Fig. 1: run 1, signal wires on met3
Scale bar: 20 um.
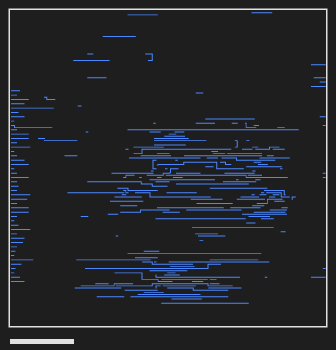
Fig. 2: run 1, M4 wires
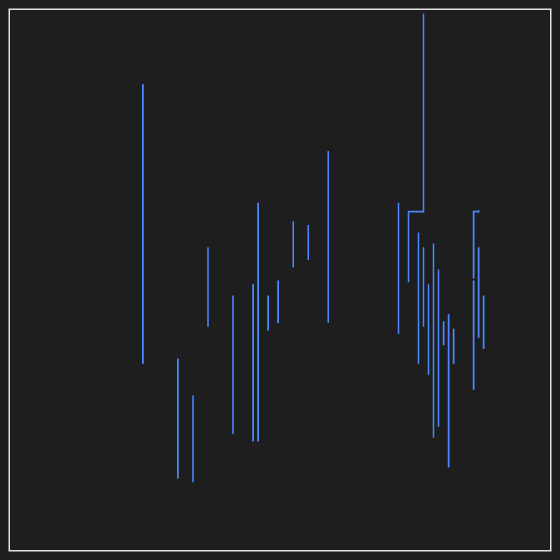
Fig. 3: run 1, the metal 1 layer
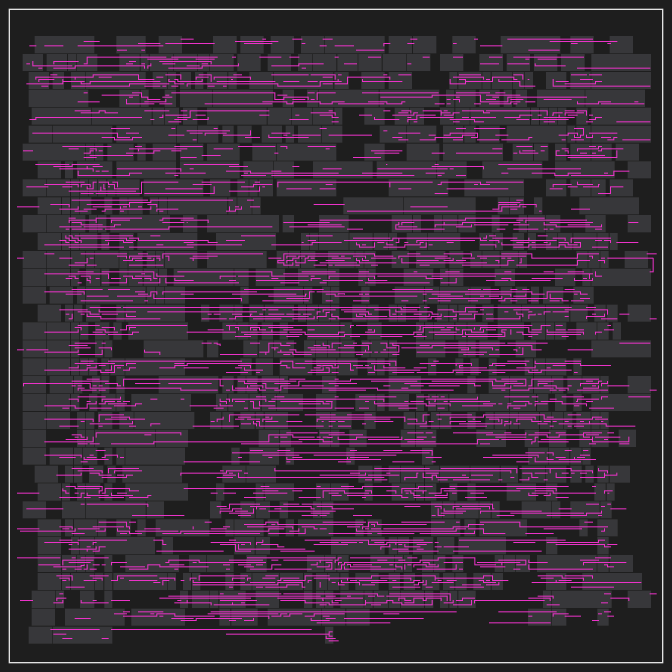
**src/rtl/alu_share_ctrl_pkg.sv**
```systemverilog
// Shared definitions for the two-port ALU sequencer: datapath widths and
// the FSM state encoding used by alu_share_ctrl.
package alu_share_ctrl_pkg;

  localparam int ALU_W = 8;
  localparam int OP_W  = 4;
  localparam int ID_W  = 1;

  localparam logic [1:0] S_IDLE = 2'd0;
  localparam logic [1:0] S_EXEC = 2'd1;
  localparam logic [1:0] S_RESP = 2'd2;

  typedef enum logic [1:0] {
    ST_IDLE = S_IDLE,
    ST_EXEC = S_EXEC,
    ST_RESP = S_RESP
  } state_t;

endpackage

```
**src/rtl/alu_share_ctrl_rr_arb2.sv**
```systemverilog
// Two-way round-robin arbiter, purely combinational.
// Ports: valid[1:0] (requests), last_id (previous winner), enable (grant
// allowed this cycle), grant[1:0] (one-hot), id (encoded winner).
// On a tie the requester that did not win last time is granted.
module rr_arb2 (
  input  logic [1:0] valid,
  input  logic       last_id,
  input  logic       enable,
  output logic [1:0] grant,
  output logic       id
);

  assign grant[0] = enable & valid[0] & (~valid[1] |  last_id);
  assign grant[1] = enable & valid[1] & (~valid[0] | ~last_id);
  assign id       = grant[1];

endmodule

```
**src/rtl/top_alu.sv**
```systemverilog
// Shared combinational 8-bit ALU.
// Ports: a, b (operands), op (4-bit opcode), out (result).
// Shift and rotate opcodes use b[2:0] as the shift amount.
module top_alu (
  input  logic [7:0] a,
  input  logic [7:0] b,
  input  logic [3:0] op,
  output logic [7:0] out
);

  logic [2:0]  w_sh;
  logic [15:0] w_dbl;

  assign w_sh  = b[2:0];
  // Rotate-left: upper byte of the doubled operand shifted left.
  assign w_dbl = {a, a} << w_sh;

  // NOTE: every output of a combinational block gets a default first so no
  // path through the case leaves it unassigned (which would infer a latch).
  always_comb begin
    out = '0;
    case (op)
      4'd0:  out = a + b;
      4'd1:  out = a - b;
      4'd2:  out = a & b;
      4'd3:  out = a | b;
      4'd4:  out = a ^ b;
      4'd5:  out = a << w_sh;
      4'd6:  out = a >> w_sh;
      4'd7:  out = $unsigned($signed(a) >>> w_sh);
      4'd8:  out = ~(a & b);
      4'd9:  out = ~(a | b);
      4'd10: out = ~(a ^ b);
      4'd11: out = {7'd0, (a < b)};
      4'd12: out = {7'd0, ($signed(a) < $signed(b))};
      4'd13: out = w_dbl[15:8];
      4'd14: out = a;
      4'd15: out = b;
      default: out = '0;
    endcase
  end

endmodule

```
**src/rtl/alu_share_ctrl.sv**
```systemverilog
// Shares one top_alu between two requesters. A round-robin winner's operands
// are registered (IDLE), the ALU result is registered (EXEC), and the result
// is offered on a valid/ready response channel tagged with the id (RESP).
// Ports:
//   clk, rst_n                 clock, async active-low reset
//   reqN_valid/ready           request handshake per requester
//   reqN_a/b/op                operands and opcode per requester
//   rsp_valid/ready            response handshake
//   rsp_data, rsp_id           registered result and issuing requester
//   busy                       high whenever not IDLE
//   cnt0, cnt1                 completed responses per requester (wrapping)
module alu_share_ctrl
  import alu_share_ctrl_pkg::*;
#(
  parameter int CNT_W = 16
) (
  input  logic             clk,
  input  logic             rst_n,
  input  logic             req0_valid,
  output logic             req0_ready,
  input  logic [ALU_W-1:0] req0_a,
  input  logic [ALU_W-1:0] req0_b,
  input  logic [OP_W-1:0]  req0_op,
  input  logic             req1_valid,
  output logic             req1_ready,
  input  logic [ALU_W-1:0] req1_a,
  input  logic [ALU_W-1:0] req1_b,
  input  logic [OP_W-1:0]  req1_op,
  output logic             rsp_valid,
  input  logic             rsp_ready,
  output logic [ALU_W-1:0] rsp_data,
  output logic [ID_W-1:0]  rsp_id,
  output logic             busy,
  output logic [CNT_W-1:0] cnt0,
  output logic [CNT_W-1:0] cnt1
);

  state_t           r_state;
  state_t           w_state_nxt;
  logic [ALU_W-1:0] r_a;
  logic [ALU_W-1:0] r_b;
  logic [OP_W-1:0]  r_op;
  logic [ID_W-1:0]  r_id;
  logic [ID_W-1:0]  r_last_id;
  logic [ALU_W-1:0] r_result;
  logic [CNT_W-1:0] r_cnt0;
  logic [CNT_W-1:0] r_cnt1;

  logic [1:0]       w_valid;
  logic [1:0]       w_grant;
  logic             w_grant_id;
  logic             w_arb_en;
  logic             w_accept;
  logic             w_rsp_fire;
  logic [ALU_W-1:0] w_alu_out;

  assign w_valid  = {req1_valid, req0_valid};
  // Gating with rst_n keeps both readies low while reset is asserted.
  assign w_arb_en = (r_state == ST_IDLE) & rst_n;

  rr_arb2 u_arb (
    .valid   (w_valid),
    .last_id (r_last_id),
    .enable  (w_arb_en),
    .grant   (w_grant),
    .id      (w_grant_id)
  );

  assign req0_ready = w_grant[0];
  assign req1_ready = w_grant[1];
  assign w_accept   = |w_grant;
  assign w_rsp_fire = (r_state == ST_RESP) & rsp_ready;

  // The ALU only ever sees registered operands, so request inputs have no
  // combinational path to the response.
  top_alu u_alu (
    .a   (r_a),
    .b   (r_b),
    .op  (r_op),
    .out (w_alu_out)
  );

  // NOTE: sequential state uses non-blocking assignments so every register
  // samples pre-edge values, independent of statement order.
  always_ff @(posedge clk or negedge rst_n) begin
    if (!rst_n) r_state <= ST_IDLE;
    else        r_state <= w_state_nxt;
  end

  always_comb begin
    w_state_nxt = r_state;
    case (r_state)
      ST_IDLE: if (w_accept)   w_state_nxt = ST_EXEC;
      ST_EXEC:                 w_state_nxt = ST_RESP;
      ST_RESP: if (w_rsp_fire) w_state_nxt = ST_IDLE;
      default:                 w_state_nxt = ST_IDLE;
    endcase
  end

  // NOTE: these are plain flops (no memory array), so all of them are reset,
  // which also guarantees the documented reset values on the outputs.
  always_ff @(posedge clk or negedge rst_n) begin
    if (!rst_n) begin
      r_a       <= '0;
      r_b       <= '0;
      r_op      <= '0;
      r_id      <= '0;
      r_last_id <= 1'b1;   // requester 0 wins the first tie
      r_result  <= '0;
      r_cnt0    <= '0;
      r_cnt1    <= '0;
    end else begin
      if (w_accept) begin
        r_a       <= w_grant_id ? req1_a  : req0_a;
        r_b       <= w_grant_id ? req1_b  : req0_b;
        r_op      <= w_grant_id ? req1_op : req0_op;
        r_id      <= w_grant_id;
        r_last_id <= w_grant_id;
      end
      if (r_state == ST_EXEC) r_result <= w_alu_out;
      if (w_rsp_fire) begin
        if (r_id == 1'b1) r_cnt1 <= r_cnt1 + CNT_W'(1);
        else              r_cnt0 <= r_cnt0 + CNT_W'(1);
      end
    end
  end

  assign rsp_valid = (r_state == ST_RESP);
  assign rsp_data  = r_result;
  assign rsp_id    = r_id;
  assign busy      = (r_state != ST_IDLE);
  assign cnt0      = r_cnt0;
  assign cnt1      = r_cnt1;

endmodule

```
**config.mk**
```make
export PLATFORM = sky130hd
export DESIGN_NAME = alu_share_ctrl
export DESIGN_NICKNAME = d
export VERILOG_FILES = /design/src/rtl/alu_share_ctrl_pkg.sv /design/src/rtl/alu_share_ctrl_rr_arb2.sv /design/src/rtl/top_alu.sv /design/src/rtl/alu_share_ctrl.sv
export SDC_FILE = /design/constraint.sdc
export NUM_CORES = 1
export LEC_CHECK = 0
export CAP_MARGIN = 0
export CORE_MARGIN = 1.5
export CORE_UTILIZATION = 54
export CTS_CLUSTER_DIAMETER = 40
export DETAILED_ROUTE_END_ITERATION = 10
export GPL_TIMING_DRIVEN = 0
export PLACE_DENSITY = 0.88
export SLEW_MARGIN = 5
export SYNTH_ARGS = -nofsm -noshare
export SYNTH_HDL_FRONTEND = slang
export SYNTH_SLANG_ARGS = --single-unit
```
**constraint.sdc**
```tcl
create_clock -name clk -period 3 [get_ports clk]
set_input_delay 0.6 -clock clk [delete_from_list [all_inputs] [get_ports clk]]
set_output_delay 0.6 -clock clk [all_outputs]
set_load 0.01 [all_outputs]
```
==> out/metrics.csv, run 1 <==
stage;metric;value;unit
clock_network;cts.reportedPaths.clkPinSlew;90;ps
setup_path;path_delay_family;AND-OR/OR-AND gates;
clock_network;cts_buffer_depth;2;
grt;grt_pass1_wl;25500;um
clock_network;clock_latency;350;ps
power_and_ir_drop;p_sw_share;50.9;%
floorplanning;die_area;9820;um^2
placement;gp_congestion;0.965;
floorplanning;core;8850;um^2
power_and_ir_drop;power_frac_clock;12.3;%
yosys;postSynthNetCount;685;
clock_network;cts_root_buf;clkbuf_8;
yosys;synth.distinct_cells;65;
yosys;ys_area;4990;um^2
power_and_ir_drop;power_leakage;2.65;nW
routing;wire_per_inst;19.3;um
status;outcome;completed;
yosys;ys_cells;611;
power_and_ir_drop;seq_power_share;21.5;%
timing;fin_tns_setup;0;ps
clock_network;ctsHoldBuffers;0;
timing;layout_setup_ws;136;ps
Back to the opening pictures, Fig. 1:
wire length on this layer	1660 um
share of all routed wire	10%
nets with wire on the layer	156
longest straight run	53.4 um
grt met3 use: 7.17%
DR vias: 5146
drt total wl: 15900 um

Back to the opening pictures, Fig. 2:
share of all routed wire	3.5%
main direction	vertical
wire length on this layer	550 um
nets with wire on the layer	23
longest straight run	51.0 um

Back to the opening pictures, Fig. 3:
main direction	horizontal
nets with wire on the layer	690
longest straight run	46.9 um
share of all routed wire	41%
wire length on this layer	6570 um
met1 Resource Use GR: 45.8%

run 1: cells by family after synthesis:
family	after synthesis	share of synthesized area (%)
AND/OR/NAND/NOR	236	21.4
buffers and inverters	77	6.45
XOR/XNOR	39	6.85
flip-flops	64	32.1
adder cells (fa/ha/maj)	29	7.57
multiplexers	29	7.52
AND-OR/OR-AND	137	18.1
run 1: layer usage:
metal,vias to the layer above,track usage (%),part of all wire [%]
li1,2353,-,-
met1,2392,45.8,41
met2,342,51.1,45
met3,59,7.17,10
met4,0,13.1,3.5
met5,-,0,0
run 1: layout make-up:
type	instances	area [um^2]
inverter	37	141
tap	108	135
clock buffer	9	124
buffer	37	171
multi-input combinational	470	3070
sequential	64	1600
clock inverter	7	103
timing repair buffer	90	908
fill	698	2590
run 1: worst max path at each step:
| stage | to | slack, ps | cells after the start |
|---|---|---|---|
| 3_5_place_dp | req0_ready | -530 | 5 |
| 4_1_cts | rsp_data[0] | 40 | 10 |
| 6_report | rsp_data[7] | 140 | 9 |
| 5_1_grt | rsp_data[7] | 60 | 9 |
| 2_1_floorplan | rsp_data[7] | 610 | 10 |
| 3_3_place_gp | req0_ready | -2810 | 5 |
run 1: sequential cells by signal, indices dropped and copies added, names as in the netlist:
register	cells
cnt0	16
cnt1	16
r_a	8
r_b	8
r_last_id	1
r_op	4
r_state	2
rsp_data	8
rsp_id	1
run 1: power by group through the flow:
stage                     Sequential (mW)  Clock, mW  Combinational [mW]
after detailed placement             1.51          0                4.49
final                                1.52      0.871                4.68
after floorplan                      1.42          0                3.15
after CTS                            1.49      0.875                4.54
after global placement               1.49          0                4.45
after global routing                 1.56      0.907                5.04
run 1: cell usage in the layout (no fill, tap or decap), drive strengths merged, types with 15 or more instances in the layout:
| cell | instances |
|---|---|
| dfrtp | 63 |
| clkbuf | 30 |
| nand2 | 80 |
| nor2 | 71 |
| xnor2 | 31 |
| o21ai | 27 |
| ha | 27 |
| buf | 18 |
| nand3 | 23 |
| a21oi | 26 |
| nor3 | 16 |
| inv | 37 |
| clkdlybuf4s50 | 88 |
| mux2i | 15 |
| a31oi | 33 |
run 1: what timing repair did:
action	in CTS	in global routing
hold endpoints to repair	0	0
buffers inserted	0	1
pin swaps	0	1
endpoints found under the setup margin	6	8
cloned	0	0
resized	5	4
run 1: metrics by stage:
stage | std cells | util [%] | total power, mW | hold WS, ps | area, um^2
6_report | 822 | 70.7 | 7.07 | 117 | 6260
5_1_grt | 822 | 70.7 | 7.51 | 134 | 6260
4_1_cts | 823 | 70.7 | 6.90 | 129 | 6250
3_5_place_dp | 808 | 67.9 | 6.00 | 463 | 6010
3_3_place_gp | 808 | 68.0 | 5.94 | 461 | 6010
2_1_floorplan | 611 | - | 4.57 | 304 | 4990
Fig. 4: run 1, metal 2
Scale bar: 20 um.
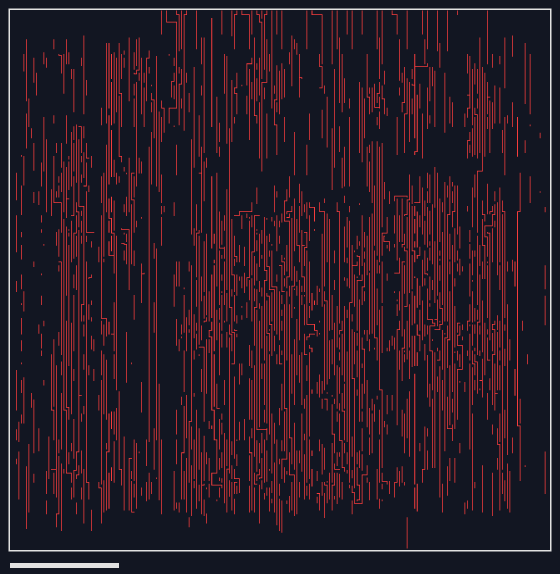

## Run 2: what changed since run 1
--- a/config.mk
+++ b/config.mk
@@ -11,6 +11,7 @@
 export CTS_CLUSTER_DIAMETER = 40
 export DETAILED_ROUTE_END_ITERATION = 10
 export GPL_TIMING_DRIVEN = 0
+export MAX_ROUTING_LAYER = met4
 export PLACE_DENSITY = 0.88
 export SLEW_MARGIN = 5
 export SYNTH_ARGS = -nofsm -noshare
Fig. 5: run 2, metal 2
Scale bar: 20 um.
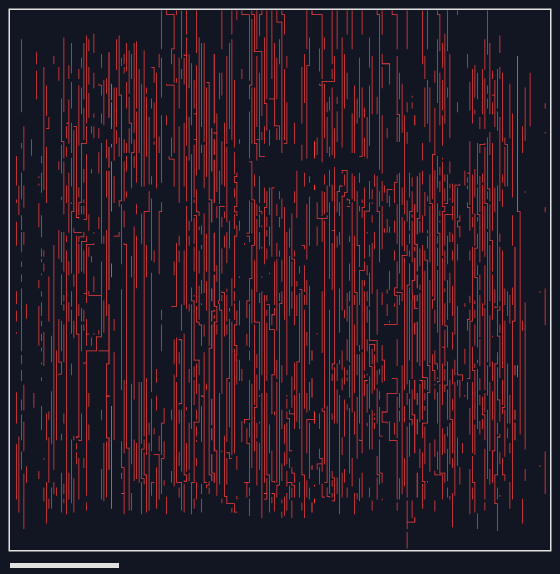
longest straight run	48.3 um
wire length on this layer	7840 um
main direction	vertical
DR vias: 5138
met2 usage: 55.6%
drt total wl: 16600 um

==> run 2 against run 1 <==
Against the previous run:
- die area unchanged
- final area increased by 0.34%
- synthesized cell count unchanged
- worst setup slack got worse by 73 ps
- sequential power about the same
- wire length increased by 4.2%
- sequential cell count unchanged
==> out/metrics.csv, run 2 <==
stage;metric;value;unit;change
placement;gp_congestion;1.01;;+4.8%
yosys;synthMuxAreaShare;7.52;%;unchanged
clock_network;cts_buffer_depth;2;;unchanged
yosys;top_cell_area_share;31.6;%;
clock_network;cts_root_buf;clkbuf_8;;
yosys;ys_cells;611;;unchanged
timing;setup_violations;0;;
finish;fin_util;71.0;%;+0.24 points
setup_path;cp-endpoint;req1_ready;;
setup_path;worst_r2r_endpoint;rsp_data[0];;
timing;slew_violations;0;;
setup_path;regToRegSetupSlack;150;ps;
yosys;numSynthFlops;64;;
clock_network;cts.reportedPaths.clkPinSlew;80;ps;about the same
setup_path;crit_cells;6;;-3
clock_network;cts_setup_buffers;0;;unchanged
yosys;ys_area;4990;um^2;unchanged
setup_path;path_delay_family;buffers and inverters;;
yosys;adder_share;7.57;%;unchanged
yosys;ys_sh_simple;21.4;%;unchanged
yosys;postSynthNetCount;685;;unchanged
yosys;synth.logic.top_family;simple AND/OR/NAND/NOR gates;;
yosys;synthXorXnorAreaFrac;6.85;%;unchanged
clock_network;clock_latency;350;ps;about the same
finish;fin_area;6280;um^2;+0.34%
grt;grt_pass1_wl;25900;um;+1.4%
timing;fin_tns_setup;0;ps;unchanged
timing;post-route-period-util;97.9;%;
finish;final_common_cell;clkdlybuf4s50_1;;
routing;wire_per_inst;20.1;um;+4.2%
finish;final_cell_mix;clkdlybuf4s50_1, nand2_1, nor2_1;;
placement;dpl_cell_area;6010;um^2;unchanged
timing;maxSlewHeadroom;42.6;%;
clock_network;ctsHoldBuffers;0;;unchanged
timing;layout_setup_ws;63.0;ps;-72.6 ps
status;outcome;completed;;
run;openroad.warnings;43;;
yosys;netlist.top_cell.by_instances;nand2_1;;
power_and_ir_drop;power_leakage;2.66;nW;+0.40%
yosys;ys_sh_aoi;18.1;%;unchanged
yosys;synth.distinct_cells;65;;unchanged
floorplanning;die_area;9820;um^2;unchanged
Fig. 6: run 2, signal wires on met3
Scale bar: 20 um.
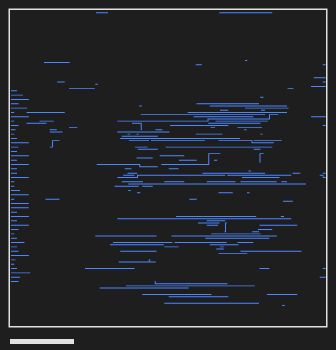
wire length on this layer	1440 um
share of all routed wire	8.7%
nets with wire on the layer	136
grt met3 use: 7.38%

[run 2: layer usage]
metal,track usage [%],wire (um),part of all wire [%],vias to the layer above
li1,-,-,-,2363
met1,44.5,6860,41,2461
met2,55.6,7840,47,275
met3,7.38,1440,8.7,39
met4,12.2,425,2.6,0
met5,-,0,0,-
[run 2: through the flow]
step	power, mW	hold WS (ps)
floorplan	4.57	304
global placement	5.96	459
detailed placement	6.00	471
CTS	6.99	138
global route	7.54	140
finish	7.12	128
[run 2: how the worst min path moves through the flow]
stage	endpoint	slack (ps)
2_1_floorplan	cnt0[0]	300
3_3_place_gp	r_last_id	460
3_5_place_dp	r_last_id	470
4_1_cts	cnt0[10]	140
5_1_grt	cnt0[10]	140
6_report	cnt0[10]	130
[run 2: final cells by class]
type                    count  area [um^2]
well taps                 108          135
inverters                  37          141
multi-input cells         470         3070
clock inverters             6          115
flip-flops and latches     64         1600
fillers                   655         2570
plain buffers              38          175
repair buffers             89          901
clock buffers              10          138
[run 2: power by group]
group	internal [mW]	switching, mW
Sequential	1.13	0.412
Combinational	1.86	2.77
Clock	0.579	0.375
[run 2: repair_timing]
item	in CTS	in global routing
resized	5	3
endpoints found under the setup margin	6	2
endpoints found under the hold margin	0	0
[run 2: cells by family after synthesis]
family / after synthesis
and+or+nand+nor: 236
AOI/OAI and AO/OA: 137
buffers and inverters: 77
DFF: 64
xor gates and xnor gates: 39
muxes: 29
adders and majority gates: 29
Fig. 7: run 2, M4 wires
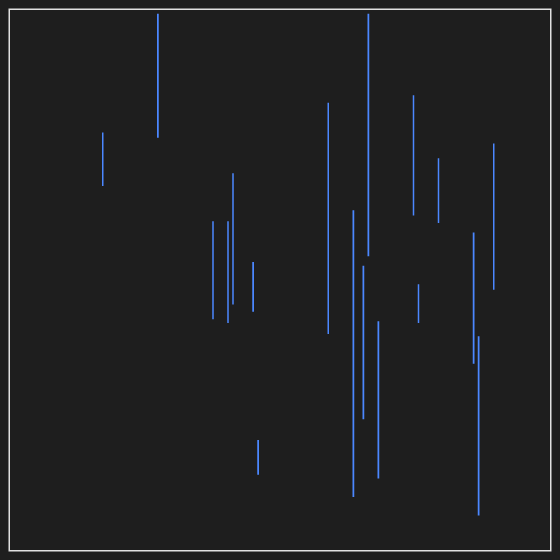

## Run 3: what changed since run 2
--- a/config.mk
+++ b/config.mk
@@ -13,7 +13,6 @@
 export GPL_TIMING_DRIVEN = 0
 export MAX_ROUTING_LAYER = met4
 export PLACE_DENSITY = 0.88
-export SLEW_MARGIN = 5
 export SYNTH_ARGS = -nofsm -noshare
 export SYNTH_HDL_FRONTEND = slang
 export SYNTH_SLANG_ARGS = --single-unit
Fig. 8: run 3, M4 wires
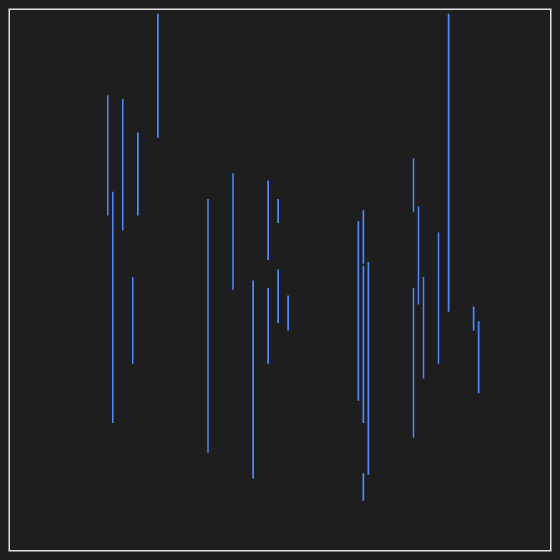
nets with wire on the layer	22
main direction	vertical
DR vias: 5169
drt total wl: 16900 um

==> run 3 against run 2 <==
Against the previous run:
- wire length rose by 2.1%
- worst setup slack improved by 64 ps
- global-route usage rose by 0.86 points
==> out/metrics.csv, run 3 <==
stage;metric;value;unit;change
setup_path;cp-endpoint;req0_ready;;
status;outcome;completed;;
yosys;netlist.top_cell.by_instances;nand2_1;;
setup_path;worst_r2r_endpoint;rsp_data[7];;
clock_network;clock_latency;340;ps;about the same
yosys;synthXorXnorAreaFrac;6.85;%;unchanged
yosys;synth.logic.top_family;simple AND/OR/NAND/NOR gates;;
yosys;synthMuxAreaShare;7.52;%;unchanged
timing;slew_violations;0;;unchanged
clock_network;cts.reportedPaths.clkPinSlew;80;ps;about the same
timing;holdWs;104;ps;-24.2 ps
yosys;ys_cells;611;;unchanged
grt;grt_pass1_wl;26500;um;+2.5%
floorplanning;die_area;9820;um^2;unchanged
yosys;synth.distinct_cells;65;;unchanged
yosys;adder_share;7.57;%;unchanged
finish;fin_util;71.2;%;+0.21 points
yosys;ys_sh_aoi;18.1;%;unchanged
timing;post-route-period-util;95.8;%;-2.1 points
yosys;ys_area;4990;um^2;unchanged
yosys;postSynthNetCount;685;;unchanged
power_and_ir_drop;power_leakage;2.67;nW;+0.25%
run;openroad.warnings;44;;+2.3%
yosys;top_cell_area_share;31.6;%;unchanged
routing;wire_per_inst;20.5;um;+1.8%
placement;gp_congestion;1.01;;unchanged
yosys;numSynthFlops;64;;unchanged
Fig. 9: run 3, clock nets
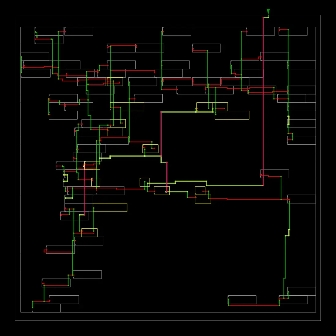
seq_cells: 64
CTS Sinks: 64

==> run 3: cell counts after synthesis <==
No cell type changed its count.
==> run 3: kinds of logic (layout without fill, tap and decap cells) <==
family                     after synthesis  count (layout)
and+or+nand+nor                        236             236
buffers and inverters                   77             182
xor gates and xnor gates                39              39
adders and majority gates               29              29
AOI/OAI and AO/OA                      137             137
muxes                                   29              29
DFF                                     64              64
==> run 3: what timing repair did <==
item / in CTS / in global routing
setup endpoints to repair: 6 / 7
cloned: 0 / 0
endpoints found under the hold margin: 0 / 0
pin swaps: 1 / 1
gates resized: 5 / 1
setup buffers: 0 / 1
==> run 3: how the worst min path moves through the flow <==
| stage | start | to | slack (ps) |
|---|---|---|---|
| floorplan | rst_n | cnt0[0] | 300 |
| global placement | r_last_id | r_last_id | 460 |
| detailed placement | cnt1[15] | cnt1[15] | 470 |
| CTS | rst_n | cnt0[8] | 100 |
| global route | rst_n | cnt0[8] | 100 |
| finish | rst_n | cnt0[8] | 100 |
==> run 3: cell type report <==
class | instances | area [um^2]
multi-input cells | 470 | 3070
clock buffers | 10 | 138
flip-flops and latches | 64 | 1600
clock inverters | 6 | 115
repair buffers | 91 | 920
inverters | 37 | 141
well taps | 108 | 135
fillers | 683 | 2550
plain buffers | 38 | 174
==> run 3: per-stage QoR <==
stage | TNS, ps | instance area (um^2) | instances | total power [mW] | setup WS (ps)
final | 0 | 6300 | 824 | 7.17 | 127
after global routing | 0 | 6300 | 824 | 7.60 | 24.9
after floorplan | 0 | 4990 | 611 | 4.57 | 608
after detailed placement | -1360 | 6030 | 809 | 6.02 | -569
after CTS | -0.409 | 6290 | 824 | 7.01 | -0.409
after global placement | -89990 | 6010 | 808 | 5.96 | -2810
==> run 3: worst max-delay path, delay by kind of cell, from the launching register on <==
kind,cells,cell delay (ps)
buffers and inverters,2,840
AND-OR/OR-AND,1,310
AND/OR/NAND/NOR,1,330
flip-flops,1,450
==> run 3: per-layer routing <==
| metal | share of wire, % | GRT usage (%) |
|---|---|---|
| met5 | 0 | - |
| met4 | 3.4 | 14.3 |
| met1 | 42 | 45.9 |
| met2 | 47 | 56.4 |
| met3 | 8.0 | 6.82 |
==> run 3: power breakdown <==
part	total (mW)	internal, mW	leakage, nW	switching [mW]
sequential	1.54	1.13	0.801	0.413
clock	0.969	0.580	0.123	0.390
combinational	4.66	1.87	1.75	2.79
total	7.17	3.58	2.67	3.60
Power is estimated from default activity; no workload was simulated.
